==> src/rtl/prefetch_queue_pkg.sv <==
// Shared types for the instruction prefetch queue: request FSM states and
// the fill byte-count rule.
package prefetch_queue_pkg;

  typedef enum logic [1:0] {PFQ_IDLE, PFQ_REQ, PFQ_WAIT} pfq_state_e;

  // A wide request answered with both bus lanes yields two bytes, otherwise one.
  function automatic logic [1:0] byte_count(input logic wide, input logic bs16);
    return (wide && bs16) ? 2'd2 : 2'd1;
  endfunction

endpackage

==> src/rtl/pfq_rotate.sv <==
// Barrel rotator: presents the ring as a window starting at rd_ptr,
// so window byte k is ring entry (rd_ptr + k) mod DEPTH.
module pfq_rotate #(
  parameter  int DEPTH = 8,
  localparam int PW    = $clog2(DEPTH)
) (
  input  logic [DEPTH-1:0][7:0] ring,
  input  logic [PW-1:0]         rd_ptr,
  output logic [DEPTH-1:0][7:0] window
);

  for (genvar k = 0; k < DEPTH; k++) begin : g_lane
    assign window[k] = ring[rd_ptr + PW'(k)];
  end

endmodule

==> src/rtl/prefetch_queue.sv <==
// Instruction prefetch queue: issues code fetches at pfp, buffers returned
// bytes in a ring and exposes a head-aligned window to the decoder.
module prefetch_queue
  import prefetch_queue_pkg::*;
#(
  parameter  int DEPTH       = 8,
  parameter  int BUS_BYTES   = 2,
  parameter  int MAX_CONSUME = 6,
  localparam int PW          = $clog2(DEPTH),
  localparam int UW          = $clog2(DEPTH + 1),
  localparam int CW          = $clog2(MAX_CONSUME + 1)
) (
  input  logic                   clk,
  input  logic                   n_reset,
  input  logic                   ce,
  input  logic                   flush,
  input  logic [15:0]            flush_addr,
  input  logic [CW-1:0]          consume,
  output logic                   fetch_req,
  output logic [15:0]            fetch_addr,
  output logic                   fetch_wide,
  input  logic                   fetch_ack,
  input  logic                   fill_valid,
  input  logic [8*BUS_BYTES-1:0] fill_data,
  input  logic                   fill_bs16,
  output logic [UW-1:0]          q_used,
  output logic [8*DEPTH-1:0]     q_window,
  output logic [15:0]            ip,
  output logic                   fault
);

  localparam int AW = UW + 1;

  pfq_state_e            state;
  logic                  pending, discard;
  logic [PW-1:0]         rd_ptr, wr_ptr;
  logic [15:0]           pfp;
  logic [DEPTH-1:0][7:0] ring;

  logic                  fill_take, pend_nx, over, req_ok;
  logic [1:0]            wr_cnt;
  logic [AW-1:0]         avail, cons_eff, used_nx;
  int                    free;

  assign fetch_addr = pfp;
  // An odd pfp forces a byte fetch so the following requests are word aligned.
  assign fetch_wide = (BUS_BYTES == 2) && !pfp[0];

  always_comb begin
    fill_take = pending && fill_valid;
    wr_cnt    = (fill_take && !discard) ? byte_count(fetch_wide, fill_bs16) : 2'd0;
    avail     = AW'(q_used) + AW'(wr_cnt);
    // Bytes arriving this cycle count as available to the same-cycle consume.
    over      = AW'(consume) > avail;
    cons_eff  = over ? avail : AW'(consume);
    used_nx   = avail - cons_eff;
    pend_nx   = pending && !fill_valid;
    free      = DEPTH - int'(used_nx) - (pend_nx ? BUS_BYTES : 0);
    req_ok    = free >= BUS_BYTES;
  end

  always_ff @(posedge clk or negedge n_reset) begin
    if (!n_reset) begin
      state     <= PFQ_IDLE;
      fetch_req <= 1'b0;
      pending   <= 1'b0;
      discard   <= 1'b0;
      fault     <= 1'b0;
      rd_ptr    <= '0;
      wr_ptr    <= '0;
      q_used    <= '0;
      pfp       <= '0;
      ip        <= '0;
      ring      <= '0;
    end else if (ce) begin
      if (flush) begin
        rd_ptr    <= wr_ptr;
        q_used    <= '0;
        pfp       <= flush_addr;
        ip        <= flush_addr;
        fetch_req <= 1'b0;
        // A fetch still owned by the BCU must have its data dropped on return.
        if ((pending && !fill_valid) || (state == PFQ_REQ && fetch_ack)) begin
          state   <= PFQ_WAIT;
          pending <= 1'b1;
          discard <= 1'b1;
        end else begin
          state   <= PFQ_IDLE;
          pending <= 1'b0;
          discard <= 1'b0;
        end
      end else begin
        if (over) fault <= 1'b1;
        rd_ptr <= rd_ptr + PW'(cons_eff);
        ip     <= ip + 16'(cons_eff);
        q_used <= UW'(used_nx);
        wr_ptr <= wr_ptr + PW'(wr_cnt);
        pfp    <= pfp + 16'(wr_cnt);
        if (wr_cnt != 2'd0) ring[wr_ptr] <= fill_data[7:0];
        if (wr_cnt == 2'd2) ring[wr_ptr + PW'(1)] <= fill_data[8*BUS_BYTES-1 -: 8];

        case (state)
          PFQ_IDLE: begin
            if (req_ok && !discard) begin
              state     <= PFQ_REQ;
              fetch_req <= 1'b1;
            end
          end
          PFQ_REQ: begin
            if (fetch_ack) begin
              state     <= PFQ_WAIT;
              fetch_req <= 1'b0;
              pending   <= 1'b1;
            end
          end
          PFQ_WAIT: begin
            if (fill_valid) begin
              pending <= 1'b0;
              discard <= 1'b0;
              if (req_ok) begin
                state     <= PFQ_REQ;
                fetch_req <= 1'b1;
              end else begin
                state     <= PFQ_IDLE;
              end
            end
          end
          default: state <= PFQ_IDLE;
        endcase
      end
    end
  end

  pfq_rotate #(.DEPTH(DEPTH)) u_rot (
    .ring   (ring),
    .rd_ptr (rd_ptr),
    .window (q_window)
  );

endmodule

==> config.mk <==
export PLATFORM = sky130hd
export DESIGN_NAME = prefetch_queue
export DESIGN_NICKNAME = d
export VERILOG_FILES = /design/src/rtl/prefetch_queue_pkg.sv /design/src/rtl/pfq_rotate.sv /design/src/rtl/prefetch_queue.sv
export SDC_FILE = /design/constraint.sdc
export NUM_CORES = 1
export LEC_CHECK = 0
export CAP_MARGIN = 20
export CELL_PAD_IN_SITES_DETAIL_PLACEMENT = 0
export CELL_PAD_IN_SITES_GLOBAL_PLACEMENT = 1
export CORE_UTILIZATION = 37
export DETAILED_ROUTE_END_ITERATION = 16
export PLACE_DENSITY = 0.85
export SYNTH_ARGS = -nofsm -noshare
export SYNTH_HDL_FRONTEND = slang
export SYNTH_SLANG_ARGS = --single-unit
==> constraint.sdc <==
create_clock -name clk -period 5.6 [get_ports clk]
set_input_delay 1.12 -clock clk [delete_from_list [all_inputs] [get_ports clk]]
set_output_delay 1.12 -clock clk [all_outputs]
set_load 0.02 [all_outputs]
==> CHANGELOG.md, run 1 <==
### Implementation results

* Setup repair bufs after CTS at 6
* Clock-pin slew on the worst setup and hold paths at 0.08 ns
* Worst Tran Pin Value at 1.03 ns
* Dpl hpwl at 19400 microns
* RSZ-0062 raised after global routing: yes
* Sequential power at 1450 uW
* Cell Rows at 55
* Fmax achieved at 182 MHz
* Data arrival, critical path at 5.75 ns
* Setup violators final at 0
* Total CTS buffers at 9
* Tool Warnings at 32
* Biggest register: ring
* Final instance area at 0.0110 sq mm
* Syn avg cell area at 9.20 sq um
* Max reg flops at 64
* Outcome: finished clean
* ANT nets after route at 0
* P_leak at 0.00457 uW
* Die span in y at 154 microns
* Buffers on Ports at 144
* Vias per cell at 5.86
* Yosys cell count at 931
* Slew Limit Fails at 0
* Total GRT Usage at 0.226
* Worst hold path class: reg2reg
* WHS Endpoint: fault
* Reg2reg end: fetch_req
* Placed Instances at 1335
* MaxCap Viol Count at 0
* Seq pwr share at 0.183
* Startpoint types: input port
* Vias at 7993
* WP data required at 5.85 ns
* Grt total ovfl at 0
* CTS H-Tree Depth at 3
* Logic power comb at 5810 uW
* Drt drc at 0
* Switching Share at 0.450
* R2R cell count at 23
* Routability Congestion at 0.849
* Mapped Cells at 931
* Fillers at 2116
* Period utilization at 0.982
* Shortest period the worst path allows at 5.50 ns
* Comb power frac at 0.732
* FP Util at 0.378
* Final Hold Viols at 0
* Worst r2r src: discard
* Reg2reg setup slack at 0.55 ns
* Max clock buf depth at 2
* Largest net degree at the start of global routing at 83
* Initial drt markers at 496
* Share of flip-flops with an asynchronous set or reset at 1.00
* Root Driver: clkbuf_16
* CTS Hold Buffers Added at 0
* Commonest Layout Cell: nand2_1
* DRT Pass-1 Iters at 4
* I/O pins at 145
* Synth warn at 0
* Clock sinks at 112
* Final nets at 1146
* Most frequent cells in the layout: 142 x nand2_1, 140 x clkdlybuf4s50_1, 116 x a21oi_1
* Hold depth at 1
* Vias in the first global route at 7620
* Final WL at 26400 microns
* CORE AREA at 0.0226 sq mm
* #FFs+latches synth at 112
## run 1: synthesized netlist by cell type, types with 4 or more instances
library cell | number | area (sq um)
o21ai_1 | 13 | 65.1
xnor2_1 | 8 | 70.1
nand3_1 | 28 | 140
o21ai_0 | 10 | 50.1
nand2_1 | 143 | 537
mux2_2 | 30 | 338
mux4_2 | 64 | 1440
ha_1 | 27 | 338
and3_1 | 8 | 50.1
nor2_1 | 97 | 364
o2bb2ai_1 | 4 | 35.0
inv_1 | 23 | 86.3
dfrtp_1 | 112 | 2800
nor3_1 | 7 | 35.0
xor2_1 | 6 | 52.6
a21oi_1 | 119 | 596
nor2b_1 | 6 | 37.5
a31oi_1 | 4 | 25.0
o22ai_1 | 86 | 538
clkbuf_1 | 40 | 150
buf_1 | 23 | 86.3
mux2i_1 | 15 | 150
fa_1 | 6 | 120
inv_2 | 6 | 22.5
mux2_1 | 5 | 56.3
a21o_1 | 4 | 30.0
## run 1: worst max-delay path, stage by stage
cell and delay, ns:
clkbuf_2 0.09, nand3b_1 0.15, a21oi_2 0.06, ha_2 0.19, fa_2 0.58, inv_2 0.05
ha_4 0.25, a21o_1 0.11, a21oi_2 0.07, nor3_4 0.26, nand2_1 0.10, o21ai_2 0.08
ha_2 0.22, fa_1 0.44, ha_1 0.30, inv_2 0.05, ha_4 0.16, ha_4 0.15
xnor2_1 0.12, a41o_1 0.20, a311oi_4 0.36, nand2_1 0.13, a2111o_1 0.41, o311ai_2 0.08
## run 1: routing by layer
metal | global-route usage | part of all wire | vias to the layer above
met4 | 0.0833 | 0.021 | 0
met2 | 0.353 | 0.47 | 335
met3 | 0.0443 | 0.074 | 39
met1 | 0.311 | 0.43 | 3878
met5 | 0 | 0 | -
li1 | - | - | 3741
## run 1: cell type report
class,instances,area [sq um],area share
repair buffers,193,1850,0.169
diodes,4,10.0,0.000913
inverters,29,109,0.00993
flip-flops and latches,112,2810,0.256
multi-input cells,726,5530,0.504
well taps,285,357,0.0325
clock buffers,9,225,0.0205
clock inverters,7,80.1,0.00731
## run 1: metrics by stage
stage / utilization / setup TNS [ns] / setup slack (ns) / hold WS, ns / total power, uW
global placement: 0.464 / -1.32 / -0.524 / 0.445 / 6980
floorplan: - / -0.197 / -0.144 / 0.462 / 5000
global route: 0.484 / -0.232 / -0.137 / 0.484 / 8520
finish: 0.484 / 0 / 0.103 / 0.463 / 7940
detailed placement: 0.464 / -1.75 / -0.656 / 0.448 / 7090
CTS: 0.480 / 0 / 0.0374 / 0.466 / 7860
## run 1: cell families after synthesis
group,count (synthesis),synth area share
AOI/OAI and AO/OA,261,0.183
xor gates and xnor gates,15,0.0162
adders and majority gates,33,0.0534
buffers and inverters,94,0.0415
DFF,112,0.327
muxes,114,0.232
other,1,0.000438
and+or+nand+nor,301,0.146
## run 1: how the worst max path moves through the flow
stage	endpoint	depth (start not counted)	slack, ns	startpoint
after floorplan	fetch_req	21	-0.14	fill_valid
after global placement	fetch_req	24	-0.52	fill_valid
after detailed placement	fetch_req	24	-0.66	fill_valid
after CTS	fetch_req	23	0.04	fill_valid
after global routing	fetch_req	24	-0.14	fill_valid
final	fetch_req	24	0.10	fill_valid
run_1/clock_wires.png
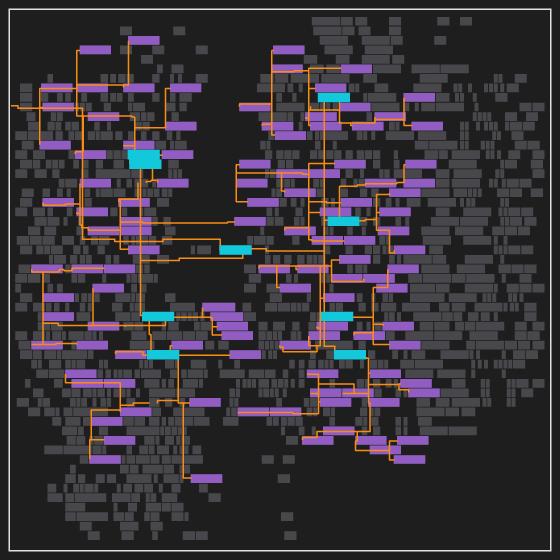
[clock wires] orange | length: 1440 microns
[flip-flops] purple | count: 112
[clock-net drivers] cyan | count: 9
routed clock nets: 10
clk_lat worst skew: 0.36 ns
Clock group: 678 uW
Clock Skew: 0.00966 ns
Clock Power Share: 0.085

run_1/port_trees.png
Bar = 50 microns.
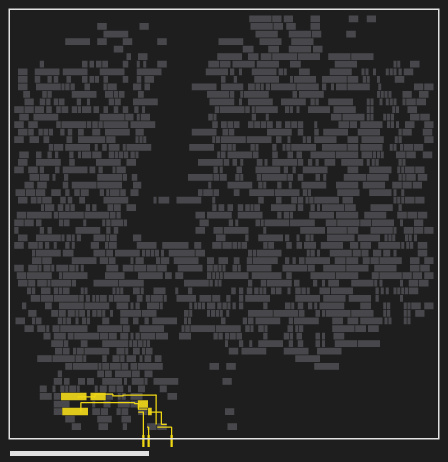
| port | color | direction | edge | end cells | buffers | wire |
|---|---|---|---|---|---|---|
| `consume` | yellow | input | bottom | 5 | 3 | 105 microns |

run_1/congestion_map.png
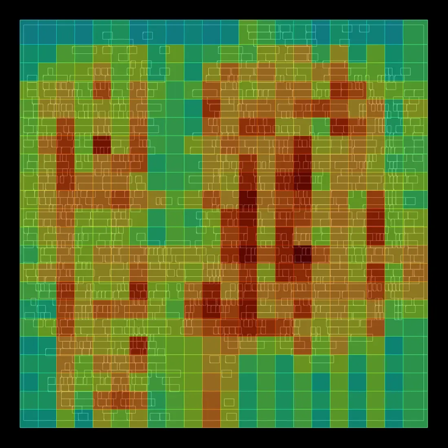
met2 usage: 0.353
wire length per cell: 19.3 microns

run_1/ff_map.png
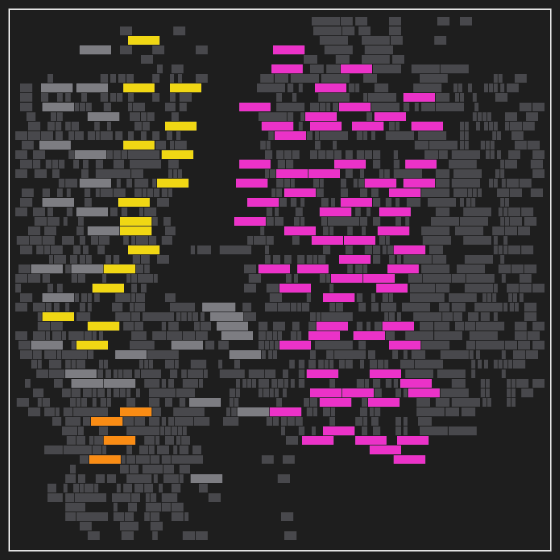

--- run 2 (diff from run 1) ---
--- a/config.mk
+++ b/config.mk
@@ -5,11 +5,14 @@
 export SDC_FILE = /design/constraint.sdc
 export NUM_CORES = 1
 export LEC_CHECK = 0
+export ABC_CLOCK_PERIOD_IN_PS = 5600
 export CAP_MARGIN = 20
 export CELL_PAD_IN_SITES_DETAIL_PLACEMENT = 0
 export CELL_PAD_IN_SITES_GLOBAL_PLACEMENT = 1
 export CORE_UTILIZATION = 37
+export CTS_CLUSTER_SIZE = 28
 export DETAILED_ROUTE_END_ITERATION = 16
+export MAX_ROUTING_LAYER = met4
 export PLACE_DENSITY = 0.85
 export SYNTH_ARGS = -nofsm -noshare
 export SYNTH_HDL_FRONTEND = slang
run_2/ff_map.png
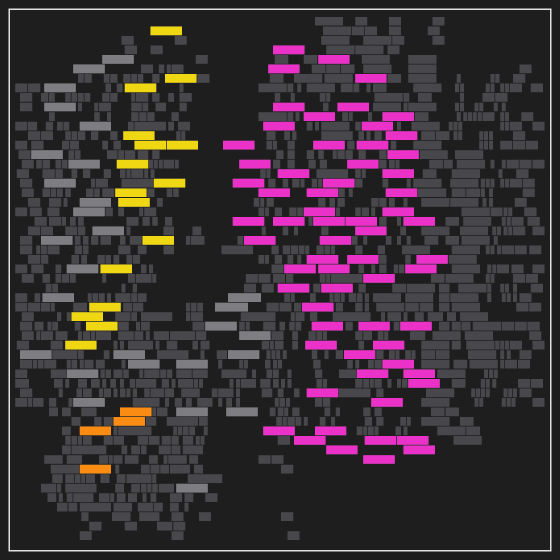
| netlist name | color | placed flops |
|---|---|---|
| `ip` | yellow | 16 |
| `ring` | magenta | 64 |
| `q_used` | orange | 4 |
Final Util: 0.484
sequential power: 1450 uW

run_2/congestion_map.png
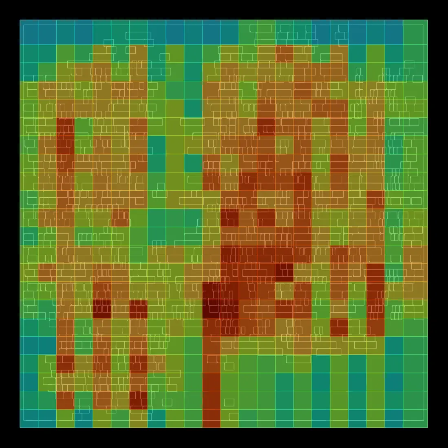
wire length per cell: 19.2 microns
met1 GRT Util: 0.316
met2 usage: 0.356
Total GRT Usage: 0.233

==> run 2 against run 1 <==
Effect of this change: largest cell class unchanged; utilization about the same; critical path type unchanged; sequential share of layout area barely moved; area after synthesis unchanged; global-route usage increased by 0.75 points; critical path depth is the same; flip-flop count did not move; via count fell by 0.31%; setup slack lost 0.093 ns; fmax fell by 1.7%; cell count is the same.
==> CHANGELOG.md, run 2 <==
### Implementation results

* Most frequent cells in the layout: 141 x nand2_1, 140 x clkdlybuf4s50_1, 116 x a21oi_1
* First-pass GRT wire length at 42100 microns
* Cell area leaders: dfrtp_1 33%, mux4_2 17%, a21oi_1 7.0%, o22ai_1 6.3%, nand2_1 6.3%
* Switching Share at 0.450 (about the same)
* Synth warn at 0 (unchanged)
* Period utilization at 0.998 (+0.0167)
* Data arrival, critical path at 5.84 ns (+0.09 ns)
* Mapped Cells at 931 (unchanged)
* Worst r2r src: discard
* PwrDens at 728 mW/mm^2
* Hold depth at 1 (unchanged)
* Clock Skew at 0.00526 ns (-0.00439 ns)
* Outcome: finished clean
* Hold WS at 0.458 ns (-0.00491 ns)
* Pre-CTS setup slack at -0.668 ns (-0.0115 ns)
* Worst hold path class: reg2reg
* Total CTS buffers at 9 (unchanged)
* Routability Congestion at 0.875 (+3.2%)
* Min-delay src: fault
* Net switching power figure at 3590 uW
* Clk_lat worst skew at 0.35 ns (about the same)
* P_leak at 0.00457 uW (-0.11%)
* Top cells by count: 143 x nand2_1, 119 x a21oi_1, 112 x dfrtp_1
* Initial drt markers at 731 (+47%)
* #FFs+latches synth at 112 (unchanged)
* Startpoint types: input port
* Clock sinks at 112 (unchanged)
* Setup violators final at 0 (unchanged)
* Peak supply drop at 0.379 mV
* R2R cell count at 23 (unchanged)
* Commonest Layout Cell: nand2_1
* Slew Limit Fails at 0 (unchanged)
* Yosys cell count at 931 (unchanged)
* CTS H-Tree Depth at 3 (unchanged)
* Tool Warnings at 32 (unchanged)
* Crit path kind: in2reg
* Clock Power Share at 0.085 (about the same)
* Vias at 7968 (-0.31%)
* DRT Pass-1 Iters at 5 (+1)
* Setup_tns at 0 ns (unchanged)
* Fmax achieved at 179 MHz (-1.7%)
* Seq share, synth at 0.327
* Reg2reg setup slack at 0.44 ns (-0.11 ns)
* Final Hold Viols at 0 (unchanged)
* Worst Tran Pin Value at 0.942 ns (-0.0859 ns)
* FP Util at 0.378 (unchanged)
* Root Driver: clkbuf_16
* Max clock buf depth at 2 (unchanged)
* Final WL at 26200 microns (-0.57%)
* WP data required at 5.85 ns (about the same)
* Shortest period the worst path allows at 5.59 ns (+0.0934 ns)
* Most common cell in the netlist: nand2_1
* Grt total ovfl at 0 (unchanged)
* Comb power frac at 0.733 (about the same)
* Dominant cell type by area after synthesis: dfrtp_1
* Dpl hpwl at 19300 microns (-0.62%)
* Fin worst setup slack at 0.00980 ns (-0.0934 ns)
* Max reg flops at 64 (unchanged)
* WHS Endpoint: fault
* Die span in y at 154 microns (unchanged)
* CTS Hold Buffers Added at 0 (unchanged)
* RSZ-0062 raised after global routing: yes
* Vias per cell at 5.84 (-0.31%)
* Worst setup EP type: flop
* Reg2reg end: fetch_req
* Syn avg cell area at 9.20 sq um (unchanged)
* Number of enable flip-flop cells at 0
* I/O pins at 145 (unchanged)
* Vias in the first global route at 7578 (-0.55%)
* Share of flip-flops with an asynchronous set or reset at 1.00 (unchanged)
* Biggest register: ring
* Drt drc at 0 (unchanged)
* Largest net degree at the start of global routing at 73 (-12%)
* Final nets at 1145 (-0.087%)
* MaxCap Viol Count at 0 (unchanged)
* Top-area cell share at 0.327 (unchanged)
* Worst rel slew slack at 0.372
* Clock-pin slew on the worst setup and hold paths at 0.07 ns (about the same)
* Buffers on Ports at 144 (unchanged)
* Seq pwr share at 0.181 (-0.002)
* Initial antenna violation count at 5
* Cell Rows at 55 (unchanged)
* Mapped cell area at 0.00857 sq mm
* CORE AREA at 0.0226 sq mm (unchanged)
* ANT nets after route at 0 (unchanged)
run 2: final cells by class:
type,count,area (sq um)
clock buffers,10,239
well taps,285,357
diodes,5,12.5
flip-flops and latches,112,2810
inverters,29,109
clock inverters,6,68.8
multi-input cells,726,5550
repair buffers,192,1820
fillers,2109,11700
run 2: repair_timing:
| action | in CTS | in global routing |
|---|---|---|
| buffers inserted | 5 | 3 |
| pin swaps | 8 | 15 |
| setup endpoints to repair | 3 | 3 |
| endpoints found under the hold margin | 0 | 0 |
| resized | 5 | 10 |
run 2: logic make-up after synthesis:
logic type | share of synthesized area
and+or+nand+nor | 0.146
DFF | 0.327
adders and majority gates | 0.0534
muxes | 0.232
other | 0.000438
xor gates and xnor gates | 0.0162
buffers and inverters | 0.0415
AOI/OAI and AO/OA | 0.183
run 2: through the flow:
| step | util | cells | total power [uW] | area [sq um] |
|---|---|---|---|---|
| global route | 0.484 | 1365 | 8520 | 11000 |
| detailed placement | 0.463 | 1335 | 7070 | 10500 |
| CTS | 0.479 | 1356 | 7860 | 10900 |
| global placement | 0.463 | 1335 | 6960 | 10500 |
| floorplan | - | 932 | 5000 | 8640 |
| finish | 0.484 | 1365 | 7980 | 11000 |
run 2: worst max-delay path by stage:
stage	start	to
5_1_grt	fill_valid	fetch_req
4_1_cts	fill_valid	fetch_req
3_3_place_gp	fill_valid	fetch_req
6_report	fill_valid	fetch_req
2_1_floorplan	fill_valid	fetch_req
3_5_place_dp	fill_valid	fetch_req
run 2: routing by layer:
layer  wire length (microns)  global-route usage  vias up  share of wire
met5                       0                   -        -              0
met4                     610              0.0924        0          0.023
met3                    1680              0.0308       40          0.064
met2                   12200               0.356      330           0.46
met1                   11700               0.316     3858           0.45
li1                        -                   -     3740              -
run 2: power groups by stage:
stage               Combinational [uW]  Sequential, uW  Clock [uW]
floorplan                         3600            1400           0
global placement                  5500            1460           0
detailed placement                5600            1470           0
CTS                               5710            1460         689
global route                      6320            1490         714
finish                            5850            1450         681
run 2: worst max-delay path: stages:
cell	delay [ns]
buf_6	0.09
nand3b_1	0.14
a21oi_2	0.06
ha_2	0.20
fa_2	0.58
inv_2	0.05
ha_4	0.25
a21o_1	0.11
a21oi_2	0.06
nor3_4	0.27
nand2_1	0.10
o21ai_2	0.08
ha_2	0.21
fa_1	0.45
ha_1	0.31
inv_1	0.05
ha_2	0.20
ha_4	0.17
xnor2_2	0.12
a41o_1	0.24
a311oi_4	0.36
nand2_1	0.12
a2111o_1	0.43
o311ai_2	0.07
Power and IR drop assume default switching activity.
